==> config.mk <==
export PLATFORM = sky130hd
export DESIGN_NAME = casino_game_selector_flat
export DESIGN_NICKNAME = d
export VERILOG_FILES = /design/src/rtl/casino_pkg.sv /design/src/rtl/casino_game_selector_if.sv /design/src/rtl/game_watchdog.sv /design/src/rtl/casino_game_selector.sv /design/src/flat_wrapper.sv
export SDC_FILE = /design/constraint.sdc
export NUM_CORES = 1
export LEC_CHECK = 0
export CORE_MARGIN = 2
export CORE_UTILIZATION = 43
export CTS_BUF_LIST = sky130_fd_sc_hd__clkbuf_2 sky130_fd_sc_hd__clkbuf_4 sky130_fd_sc_hd__clkbuf_8
export DETAILED_ROUTE_END_ITERATION = 8
export PLACE_DENSITY = 0.93
export RECOVER_POWER = 100
export REMOVE_ABC_BUFFERS = 1
export SLEW_MARGIN = 20
export SYNTH_ARGS = -nofsm -noshare
export SYNTH_HDL_FRONTEND = slang
export SYNTH_SLANG_ARGS = --single-unit
==> constraint.sdc <==
create_clock -name clk_i -period 4.3 [get_ports clk_i]
set_clock_uncertainty 0.2 [all_clocks]
set_input_delay 0.43 -clock clk_i [delete_from_list [all_inputs] [get_ports clk_i]]
set_output_delay 0.43 -clock clk_i [all_outputs]
set_load 0.05 [all_outputs]
### Signal wires on met2, run 1

Drawn at 3 px/µm. Cells faint in the background.
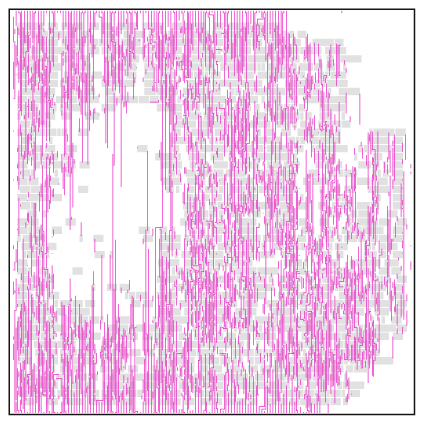
- wire length on this layer: 13700 µm
- share of all routed wire: 50%
- nets with wire on the layer: 1343
- main direction: vertical
routed wire length: 27.4 mm
DR vias: 8496

### Layout detail, run 1

Region (91, 91) to (111, 111) µm. Cells in gray, sequential cells in the stronger gray; small squares are vias.
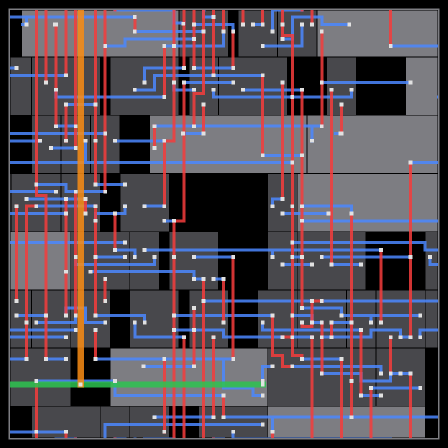
- M1: blue
- M2: red
- M3: green
- M4: orange
- sequential cells in the window: 7
- most frequent: nor2_1 (7), dfxtp_1 (7)
- cells with their middle in the window: 43

### Signal wires by layer, run 1

Drawn at 4 px/µm. Two of the layers only.
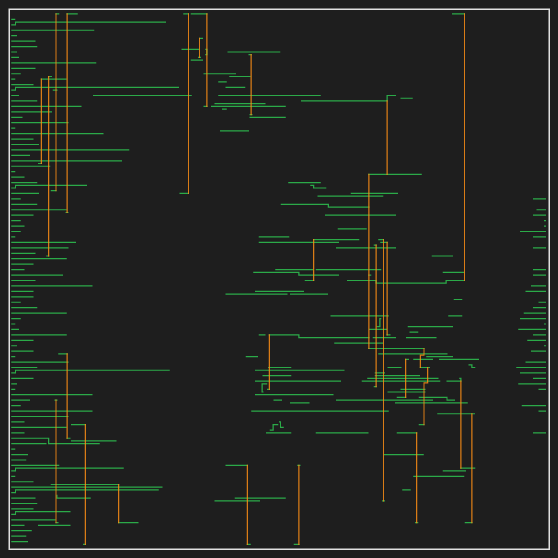
- M3: green (wire length 2050 µm)
- M4: orange (wire length 756 µm)
wire per inst: 18.5 µm
Total Routing Usage GR: 29.3%

==> results.cfg, run 1 <==
; yosys + openroad results
[status]
status = finished, final reports clean

[pwr]
p_leak_uw = 0.00413
seq_power_share_pct = 25.2
vdd_ir_drop_max_mv = 0.185
power.density_nw_per_um2 = 321
comb_power_share_pct = 58.2
power_frac_clock_pct = 16.6
power_switching_uw = 1600
p_int_uw = 1910

[critical_path]
r2r_slack_ns = 0.61
worst-r2r-cell-count = 10
path_class = register to primary output
crit_required_ns = 3.67
cp_slowest_stage_delay_ns = 1.03
worstPathArrival_ns = 3.33
start_kind = register

[logic_synthesis]
syn_avg_cell_area_um2 = 7.66
syn_area_um2 = 7330
yosysSeqAreaShare_pct = 21.6
synth-compound-area-share_pct = 24.3
logic_family = AND-OR/OR-AND gates
top_area_cell = dfxtp_1
ys_warn_count = 0
edf_count = 0
xor_share_pct = 5.49
adder_share_pct = 9.86
synthDistinctLibCells = 75
synthCells = 958
muxShareOfSynthArea_pct = 11.9
ys_sh_simple_pct = 20.1
yosysMostFrequentCell = nor2_1

[layout]
nNetsFinal = 1557
syn_to_final_growth_pct = 48.8
comb_area_um2 = 5240
fillCellCount = 1342
finalNonFillerCells = 1483
regArea_um2 = 1590
largest_reg_flops = 20

[sta]
slew_headroom_pct = 5.00
slew_violations = 0
final-setup-viol-count = 0
rsz0062_at_grt = false
post-route-min-period_ns = 3.96
finalHoldViolations = 0
setup-tns-final_ns = 0
fmax_ghz = 0.252
tightestPinTransition_ns = 1.43

[place]
dp.cells = 1466
hpwl_mm = 21.8
placed_area_um2 = 10700
gp_congestion = 0.938

[routing]
routed_via_density = 5.73
post-route-drc-count = 0
firstDrtPassIters = 5

[global_routing]
grt_pass1_wl_mm = 42.5
antenna_found_initial = 2
grt_max_degree = 66
overflow = 0
grt_pass1_vias = 8381

[floorplanning]
rows = 47
num_io_pins = 340
chipArea_um2 = 18100
die_h_um = 135
chipWidth_um = 135

[cts]
root_buffer = clkbuf_8
numCtsBuffers = 9
clk_latency_ns = 0.37
cts-htree-levels = 3
ctsResizeCount = 0
cts_hold_buf = 0
clk_path_buf_depth = 2

[job]
warnings = 29
==> run 1: metrics by stage <==
step / setup WS [ns] / hold slack [ns] / util [%] / total power, µW
global placement: 0.609 / 0.243 / 64.5 / 2920
detailed placement: 0.535 / 0.246 / 64.5 / 2950
CTS: 0.642 / 0.257 / 65.7 / 3540
floorplan: -1.28 / 0.238 / - / 2200
global route: 0.192 / 0.275 / 65.6 / 3680
finish: 0.339 / 0.250 / 65.6 / 3500
==> run 1: cells in the final DEF, fill, tap and decap left out, drive strengths merged, types with 43 or more instances in the layout <==
| cell | Yosys | final |
|---|---|---|
| clkdlybuf4s50 | 0 | 244 |
| nor2 | 124 | 124 |
| dlygate4sd3 | 1 | 94 |
| nand2 | 94 | 94 |
| a21oi | 82 | 82 |
| dfxtp | 79 | 79 |
| o22ai | 58 | 58 |
| mux2 | 56 | 56 |
| ha | 53 | 53 |
| o21ai | 43 | 43 |
==> run 1: logic make-up (layout without fill, tap and decap cells) <==
kind of cell	count (synthesis)	after routing
AOI/OAI and AO/OA	280	280
xor gates and xnor gates	46	46
adders and majority gates	56	56
buffers and inverters	97	400
DFF	79	79
muxes	80	80
other	0	2
and+or+nand+nor	320	320
==> run 1: per-layer routing <==
layer  global-route usage [%]  part of all wire [%]  wire length, µm
met4                     10.6                   2.8              755
met1                     34.8                    40            10900
met3                     5.93                   7.5             2050
met5                        0                     0                0
met2                     52.1                    50            13700
==> run 1: critical path: cells and delay by family, from the launching register on <==
family / cells / cell delay, ns
compound gates: 1 / 0.29
buf+inv: 2 / 1.93
flops: 1 / 0.52
simple gates: 1 / 0.16
==> run 1: power by group through the flow <==
stage	Combinational (µW)	Clock [µW]	Sequential (µW)
floorplan	1160	0	1040
global placement	2030	0	893
detailed placement	2060	0	897
CTS	2070	588	879
global route	2180	613	888
finish	2040	581	883
==> run 1: cell type report <==
| cell class | count | area share, % |
|---|---|---|
| antenna | 2 | 0.0459 |
| clock buffer | 12 | 1.46 |
| clock inverter | 3 | 0.390 |
| inverter | 34 | 1.17 |
| multi-input combinational | 782 | 48.0 |
| sequential | 79 | 14.5 |
| tap | 220 | 2.52 |
| timing repair buffer | 351 | 31.9 |
## Run 2: what changed since run 1
--- a/config.mk
+++ b/config.mk
@@ -11,7 +11,6 @@
 export DETAILED_ROUTE_END_ITERATION = 8
 export PLACE_DENSITY = 0.93
 export RECOVER_POWER = 100
-export REMOVE_ABC_BUFFERS = 1
 export SLEW_MARGIN = 20
 export SYNTH_ARGS = -nofsm -noshare
 export SYNTH_HDL_FRONTEND = slang
==> run 2 against run 1 <==
  * Setup slack worse by 0.021 ns
  * Cell count stayed put
  * Largest power group unchanged
  * Critical path depth is 1 higher
  * Highest routed layer unchanged
  * Critical path type unchanged
  * Flip-flop count stayed put
==> results.cfg, run 2 <==
; yosys + openroad results
[layout]
postLayoutCoreUtil_pct = 65.8
comb_area_um2 = 5240
regArea_um2 = 1590
nNetsFinal = 1554
largest_reg_flops = 20
mostFrequentLayoutCells = clkdlybuf4s50_1, nor2_1, dlygate4sd3_1
layout_top_cell = clkdlybuf4s50_1
syn_to_final_growth_pct = 49.3
drive_above_1_share_pct = 8.03
fillCellCount = 1326

[cts]
cts_tree = built
cts_setup_buffers = 0
clk_path_buf_depth = 2
ctsResizeCount = 0
cts-htree-levels = 3
cts_hold_buf = 0
clk_pin_slew_worst_paths_ns = 0.08
root_buffer = clkbuf_8

[routing]
wl_met2_mm = 14.2
vias = 8538
met3_wirelength_mm = 2.46
firstDrtPassIters = 6
routed_via_density = 5.76
antenna_left = 0
wl_per_cell_um = 19.3
drt-initial-drc-count = 565
highest-signal-layer = met4
met1_length_mm = 11.2
routed_wl_mm = 28.6
post-route-drc-count = 0

[sta]
tightestPinTransition_ns = 1.19
slew_violations = 0
fin_ws_ns = 0.317
setup-tns-final_ns = 0
fmax_ghz = 0.251
finalHoldViolations = 0
post-route-min-period_ns = 3.98
finalClockPeriodUsage_pct = 92.6
slew_headroom_pct = 20.7
hold_ws_ns = 0.279
final-setup-viol-count = 0
rsz0062_at_grt = false

[critical_path]
crit_path_end_kind = primary output
worst-r2r-cell-count = 10
path_class = register to primary output
cp_max_fo = 29
start_kind = register
worstPathArrival_ns = 3.35
crit_required_ns = 3.67
r2r_slack_ns = 0.51

[place]
post-place-ws_ns = 0.540
gp_congestion = 0.952
io_buffers = 339
hpwl_mm = 22.7

[logic_synthesis]
yosysSeqAreaShare_pct = 21.6
yosysMostFrequentCell = nor2_1
top_area_share_pct = 21.6
synth_flops = 79
yosys_most_used_dff = dfxtp_1
top_area_cell = dfxtp_1
synthDistinctLibCells = 75
synth_nets = 1258
ys_warn_count = 0
topCellsByArea = dfxtp_1, ha_1, mux2_2
syn_avg_cell_area_um2 = 7.66
ys_cells = 958
async_reset_ff_share_pct = 0
edf_count = 0
syn_area_um2 = 7330
ys_area_um2 = 7330
synthCells = 958
top_cells_by_count = nor2_1, nand2_1, a21oi_1, dfxtp_1, o22ai_1

[global_routing]
grt_max_degree = 60
grt_pass1_wl_mm = 44.2
track_usage_pct = 30.8
antenna_found_initial = 4
overflow = 0
grt_pass1_vias = 8481

[floorplanning]
rows = 47
chipArea_um2 = 18100
num_io_pins = 340
fp-utilization_pct = 44.1
chipWidth_um = 135
die_h_um = 135
core_um2 = 16600

[job]
maxCapViolCount = 0
warnings = 30

[min_path]
worstHoldPathType = register to register
worstHoldPathCells = 2

[pwr]
vdd_ir_drop_max_mv = 0.191
power.density_nw_per_um2 = 330
p_leak_uw = 0.00415

[status]
status = finished, final reports clean
==> run 2: through the flow <==
step,instances,area (µm²),total power [µW]
after global routing,1481,10900,3790
final,1483,11000,3620
after CTS,1478,11000,3640
after detailed placement,1463,10700,2940
after global placement,1463,10700,2910
after floorplan,958,7330,2260
==> run 2: cells by family after synthesis <==
family	synth area share [%]
simple gates	20.1
compound gates	24.3
buf+inv	6.86
mux	11.9
flops	21.6
fa+ha+maj	9.86
xor+xnor	5.49
==> run 2: critical path: stages, from the launching register on <==
cell and delay [ns]:
dfxtp_4 0.57, nand2b_1 0.96, buf_12 0.28, o22ai_1 0.09, nand2_1 0.10, dlygate4sd3_1 0.97
==> run 2: area by class of cell <==
class	count	area share, %
multi-input cells	782	47.8
repair buffers	348	31.6
flip-flops and latches	79	14.5
well taps	220	2.51
clock buffers	12	1.45
inverters	34	1.17
clock inverters	3	0.823
diodes	5	0.114
==> run 2: report_power, final <==
| part | internal (µW) | switching (µW) |
|---|---|---|
| clock | 421 | 279 |
| combinational | 818 | 1210 |
| sequential | 781 | 107 |
==> run 2: layer usage <==
| metal | vias to the layer above | track usage, % |
|---|---|---|
| met3 | 56 | 6.53 |
| met1 | 3966 | 36.4 |
| li1 | 4096 | - |
| met5 | - | 0 |
| met4 | 0 | 11.6 |
| met2 | 420 | 54.8 |
### The clock network, run 2

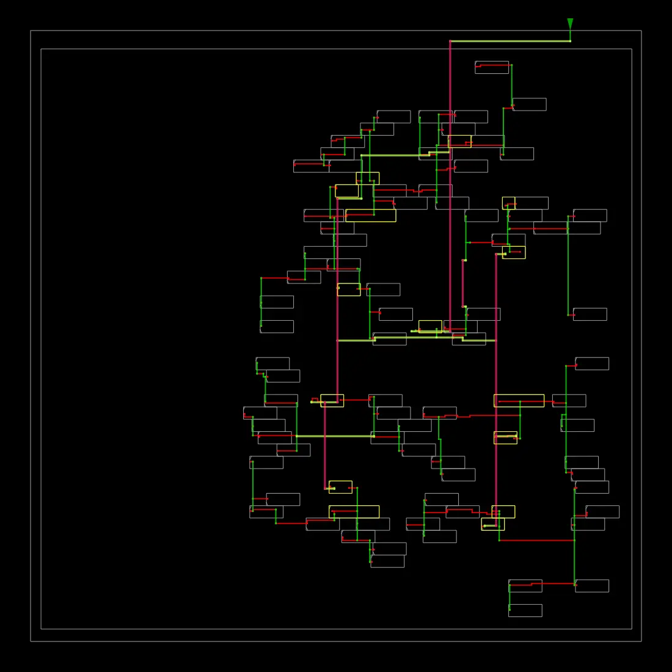
clk sinks: 79
clk_lat worst skew: 0.37 ns
Clock Power: 700 µW
# clk buffers: 12
total CTS buffers: 9

Power figures rest on the tool's default switching activity, not on a simulated workload.
